**src/rtl/raster_pkg.sv**
```systemverilog
// raster_pkg: shared opcodes, grid geometry and engine state encoding for the 8x8 rasterizer
package raster_pkg;
    localparam int GRID_DIM = 8;
    localparam int COORD_W  = 3;
    localparam logic [1:0] CMD_PLOT  = 2'b00;
    localparam logic [1:0] CMD_ERASE = 2'b01;
    localparam logic [1:0] CMD_HLINE = 2'b10;
    localparam logic [1:0] CMD_CLEAR = 2'b11;
    typedef enum logic [1:0] {IDLE, HLINE, CLEAR} state_t;
    function automatic logic [GRID_DIM-1:0] col_mask(input logic [COORD_W-1:0] x);
        return {{(GRID_DIM-1){1'b0}}, 1'b1} << x;
    endfunction
endpackage

```
**src/rtl/raster_fb.sv**
```systemverilog
// raster_fb: 8x8 one-bit framebuffer with one masked row write port and a registered row read
module raster_fb
    import raster_pkg::*;
(
    input  logic                clk,
    input  logic                rst_n,
    input  logic                we,
    input  logic [COORD_W-1:0]  wr_row,
    input  logic [GRID_DIM-1:0] wr_mask,
    input  logic [GRID_DIM-1:0] wr_data,
    input  logic [COORD_W-1:0]  rd_row,
    output logic [GRID_DIM-1:0] rd_data
);
    logic [GRID_DIM-1:0] fb [GRID_DIM];

    // the read samples the pre-write row, so a same-edge write shows up one cycle later
    always_ff @(posedge clk or negedge rst_n) begin
        if (!rst_n) begin
            fb      <= '{default: '0};
            rd_data <= '0;
        end else begin
            rd_data <= fb[rd_row];
            if (we) fb[wr_row] <= (fb[wr_row] & ~wr_mask) | (wr_data & wr_mask);
        end
    end
endmodule

```
**src/rtl/raster_engine.sv**
```systemverilog
// raster_engine: executes PLOT/ERASE/HLINE/CLEAR commands into the framebuffer
module raster_engine
    import raster_pkg::*;
#(
    parameter logic [GRID_DIM-1:0] CLEAR_PATTERN = 8'h00
) (
    input  logic                clk,
    input  logic                rst_n,
    input  logic [1:0]          command,
    input  logic [COORD_W-1:0]  x1,
    input  logic [COORD_W-1:0]  y1,
    input  logic                command_valid,
    input  logic [COORD_W-1:0]  rd_row,
    output logic [GRID_DIM-1:0] rd_data,
    output logic                busy,
    output logic                done,
    output logic                overflow,
    input  logic                ovf_clr
);
    state_t state, state_n;
    logic [COORD_W-1:0] cur_x, cur_x_n, cur_row, cur_row_n;
    logic done_n, we;
    logic [COORD_W-1:0] wr_row;
    logic [GRID_DIM-1:0] wr_mask, wr_data;

    always_ff @(posedge clk or negedge rst_n) begin
        if (!rst_n) begin
            state    <= IDLE;
            cur_x    <= '0;
            cur_row  <= '0;
            busy     <= 1'b0;
            done     <= 1'b0;
            overflow <= 1'b0;
        end else begin
            state    <= state_n;
            cur_x    <= cur_x_n;
            cur_row  <= cur_row_n;
            busy     <= state_n != IDLE;
            done     <= done_n;
            overflow <= (command_valid && state != IDLE) ? 1'b1 : ovf_clr ? 1'b0 : overflow;
        end
    end

    always_comb begin
        state_n   = state;
        cur_x_n   = cur_x;
        cur_row_n = cur_row;
        done_n    = 1'b0;
        we        = 1'b0;
        wr_row    = y1;
        wr_mask   = col_mask(x1);
        wr_data   = '0;
        case (state)
            IDLE: if (command_valid) begin
                case (command)
                    CMD_PLOT: begin
                        we      = 1'b1;
                        wr_data = '1;
                        done_n  = 1'b1;
                    end
                    CMD_ERASE: begin
                        we     = 1'b1;
                        done_n = 1'b1;
                    end
                    CMD_HLINE: begin
                        state_n   = HLINE;
                        cur_x_n   = x1;
                        cur_row_n = y1;
                    end
                    default: begin
                        state_n   = CLEAR;
                        cur_row_n = '0;
                    end
                endcase
            end
            HLINE: begin
                we      = 1'b1;
                wr_row  = cur_row;
                wr_mask = col_mask(cur_x);
                wr_data = '1;
                if (cur_x == 3'd7) begin
                    state_n = IDLE;
                    done_n  = 1'b1;
                end else cur_x_n = cur_x + 3'd1;
            end
            CLEAR: begin
                we      = 1'b1;
                wr_row  = cur_row;
                wr_mask = '1;
                wr_data = CLEAR_PATTERN;
                if (cur_row == 3'd7) begin
                    state_n = IDLE;
                    done_n  = 1'b1;
                end else cur_row_n = cur_row + 3'd1;
            end
            default: state_n = IDLE;
        endcase
    end

    raster_fb u_fb (
        .clk     (clk),
        .rst_n   (rst_n),
        .we      (we),
        .wr_row  (wr_row),
        .wr_mask (wr_mask),
        .wr_data (wr_data),
        .rd_row  (rd_row),
        .rd_data (rd_data)
    );
endmodule

```
**config.mk**
```make
export PLATFORM = sky130hd
export DESIGN_NAME = raster_engine
export DESIGN_NICKNAME = d
export VERILOG_FILES = /design/src/rtl/raster_pkg.sv /design/src/rtl/raster_fb.sv /design/src/rtl/raster_engine.sv
export SDC_FILE = /design/constraint.sdc
export NUM_CORES = 1
export LEC_CHECK = 0
export ABC_AREA = 1
export CAP_MARGIN = 20
export CORE_ASPECT_RATIO = 1.4
export CORE_MARGIN = 2
export CORE_UTILIZATION = 25
export CTS_CLUSTER_SIZE = 28
export DETAILED_ROUTE_END_ITERATION = 10
export GPL_ROUTABILITY_DRIVEN = 0
export PLACE_DENSITY = 0.38
export SYNTH_ARGS = -nofsm -noshare
export SYNTH_HDL_FRONTEND = slang
export SYNTH_SLANG_ARGS = --single-unit
```
**constraint.sdc**
```tcl
create_clock -name clk -period 4.6 [get_ports clk]
set_clock_uncertainty 0.15 [all_clocks]
set_input_delay 0.92 -clock clk [delete_from_list [all_inputs] [get_ports clk]]
set_output_delay 0.92 -clock clk [all_outputs]
set_load 0.01 [all_outputs]
```
==> images/gates.png <==
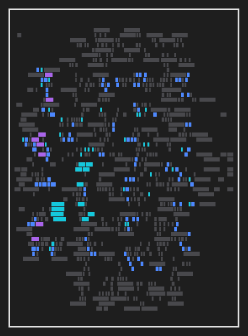
legend:
  blue:
    family: aoi and oai cells
    cells: 105
    most_used: o21ai_0
  purple:
    family: fa/ha/maj cells
    cells: 8
    most_used: ha_1
  cyan:
    family: nor cells
    cells: 43
    most_used: nor2_1

==> images/port_trees.png <==
Bar = 20 um.
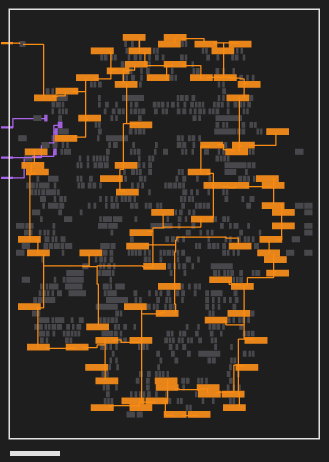
legend:
  orange:
    port: rst_n
    direction: input
    end_cells: 83
    buffers: 2
    wire: 962 um
  purple:
    port: x1
    direction: input
    end_cells: 4
    buffers: 3
    wire: 66.2 um

==> Changelog: implementation <==
## Flow update

* Placed Cells at 995
* Worst-margin pin slew at 0.882 ns
* Top logic family: simple AND/OR/NAND/NOR gates
* Share of cells above drive strength 1 at 8.56%
* Synthesized net count at 758
* Inverter count at 107
* Yosys aoi share at 11.0%
* Multi-In Gates at 526
* Distinct cell type count after synthesis at 25
* Worst Path Buf+Inv at 2
* Synth cell count leaders: nand2_1, nand3_1, inv_1
* Num CTS Buffers at 9
* Die Span Y at 173 um
* Mux share at 0%
* Count of non-CTS buffers in the layout at 27
* Synth Register Bits at 83
* # fillers at 2184
* Dominant cell type by area after synthesis: dfrtp_1
* Vias in the first global route at 4925
* DRC errors left at 0
* Setup slack after layout at 1.44 ns
* Yosys cell count at 735
* Hold Startpoint: u_fb.fb[8]$_DFFE_PN0P_
* Yosys top cell by instances: nand2_1
* Buffer share of cell area at 4.47%
* Endpoints failing setup at 0
* Worst Hold Class: reg2reg
* Largest fanout on the critical path at 17
* Critical Path Start: rd_row[1]
* R2R setup slack at 1.56 ns
* Simple Share, Synth at 36.4%
* Critical Path End: u_fb.rd_data[7]$_DFF_PN0_
* Maximum VDD drop at 280 uV
* Num rows at 61
* CTS H-tree depth at 3
* RSZ-0062 raised after global routing: false
* Critical path's largest stage delay at 1.00 ns
* Final non-filler cell area at 5880 um2
* Clock-cell share of area at 5.34%
* Synth Seq Share at 40.8%
* Critical path depth at 7
* Flop count at 83
* Min cycle time layout at 3.16 ns
* Run status: finished clean
* Register clock-pin slew on the reported worst setup and hold paths at 0.06 ns
* Worst R2R End: u_fb.fb[56]$_DFFE_PN0P_
* WHS Path Cells at 2
* Resized cells post-CTS at 0
* Cycle use final at 68.7%
* Placeable Area at 19900 um2
* CTS root buffer: clkbuf_16
* Largest net degree at the start of global routing at 56
* Final ANT Viol Nets at 0
* Post-synth EDFFs at 0
* Yosys stat area at 5090 um2
* Max-Cap Viols at 0
* Post-DP Area at 5570 um2
* Final hold viol count at 0
* Clkbuf count at 12
* Tool warnings at 29
* First-pass GRT wire length at 28900 um
* Slowest CP cell: clkdlybuf4s50_1
* Vias at 4867
* Adder share at 1.97%
* Power, Total at 0.00493 W
* Synth top area cells: dfrtp_1, nand2_1, nand3_1
* Place WS at 1.09 ns
* Drt first-iter violations at 392
* # IOs at 26
* Crit path launch type: primary input
* Worst Path Arrival at 3.28 ns
* Leakage at 3.00 nW
* Post-CTS setup buffers at 0
* Clk Latency, worst-skew pair at 0.35 ns
* Netlist Area Pre-Place at 5090 um2
* Top cell excl fill/tap: nand2_1
* Power Density at 838 nW/um2
* WS Path Type: in2reg
* Sequential cell area share at 35.3%
* Worst EP required at 4.72 ns
* Worst hold path endpoint: u_fb.fb[8]$_DFFE_PN0P_
* Crit-path cells: clkdlybuf4s50_1 > inv_1 > a21oi_1 > o21ai_0 > nand2_1 > nor2_1 > a31oi_1
* Die Width at 125 um
* Detailed Place HPWL at 13200 um
* Endpoint class of the critical path: register
* FP Util at 25.6%
* Reg-to-reg critical path startpoint: state[0]$_DFF_PN0_
* WL final at 18600 um
* Average wire per standard cell at 18.4 um
* Logic area at 2510 um2
* Register Area at 2080 um2
* Post-synthesis cell count at 735
* Clock Sinks at 83
* Top class by area: combinational gates
* Nets@finish at 777
* Top Layout Cells: nand2_1, nand3_1, inv_1
* Initial antenna violation count at 0
* Die Area at 21500 um2
* Via density at 4.81
* Syn_area_per_cell at 6.93 um2
* Yosys xor share at 0%
* Combinational fraction of the cell area at 42.7%
* Non-Filler Instances at 1011
* Depth of the most critical reg-to-reg path at 12
* Max-area cell share at 40.8%
* Post-CTS Hold Buffers at 0
* Max Buffers Root-to-Sink at 2
* CTS tree: built
* GRT overflow at 0
* Port buffer count at 25
* CP delay by family, top: buffers and inverters
* GR Util met2 at 30.0%
* Hold Slack at 0.331 ns
==> images/ff_map.png <==
Bar = 20 um. Other sequential cells in the stronger gray, the rest of the logic in the fainter gray.
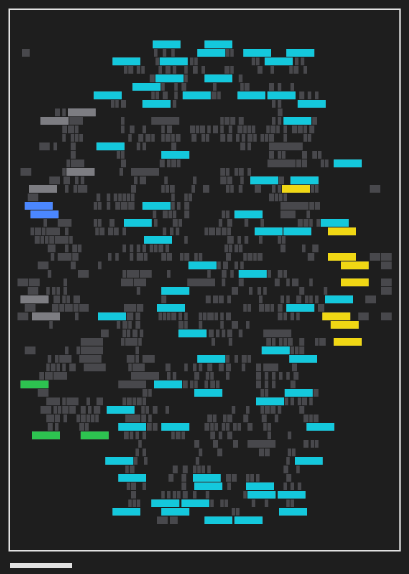
legend:
  green:
    netlist_name: cur_row
    sequential_cells: 3
  cyan:
    netlist_name: u_fb.fb
    sequential_cells: 64
  blue:
    netlist_name: state
    sequential_cells: 2
  yellow:
    netlist_name: u_fb.rd_data
    sequential_cells: 8
    where: right middle
not colored: 6

==> images/congestion_map.png <==
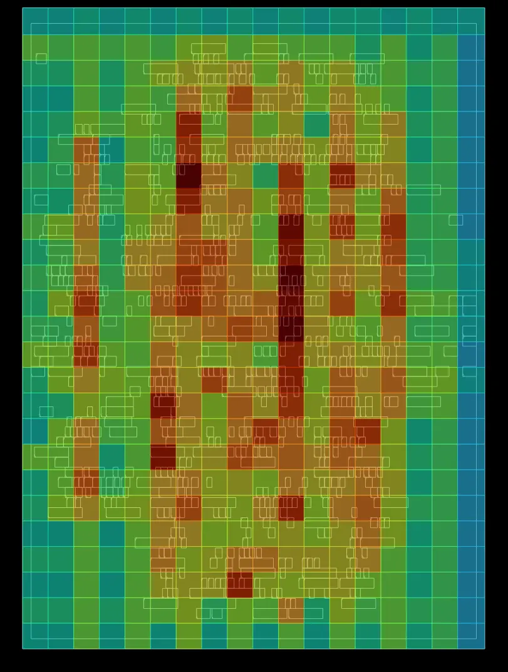
grt met3 use: 2.41%
GRT Overall Usage: 17.6%
met1 usage: 21.3%
Core Util, Final: 29.5%

registers in the layout, indices dropped and copies added, names as in the netlist:
| name | flops |
|---|---|
| busy | 1 |
| cur_row | 3 |
| cur_x | 3 |
| done | 1 |
| overflow | 1 |
| state | 2 |
| u_fb.fb | 64 |
| u_fb.rd_data | 8 |
metal layers:
metal,vias up,wire length (um)
met1,2289,7540
met4,0,947
li1,2367,-
met5,-,0
met2,170,9120
met3,41,955
report_power, final:
group	total (W)	leakage, nW	internal [W]	switching, W
Sequential	0.00123	1.05	0.00104	0.000197
Clock	0.000774	0.155	0.000464	0.000311
Combinational	0.00292	1.80	0.000765	0.00216
Total	0.00493	3.00	0.00226	0.00267
Power and IR drop assume default switching activity.
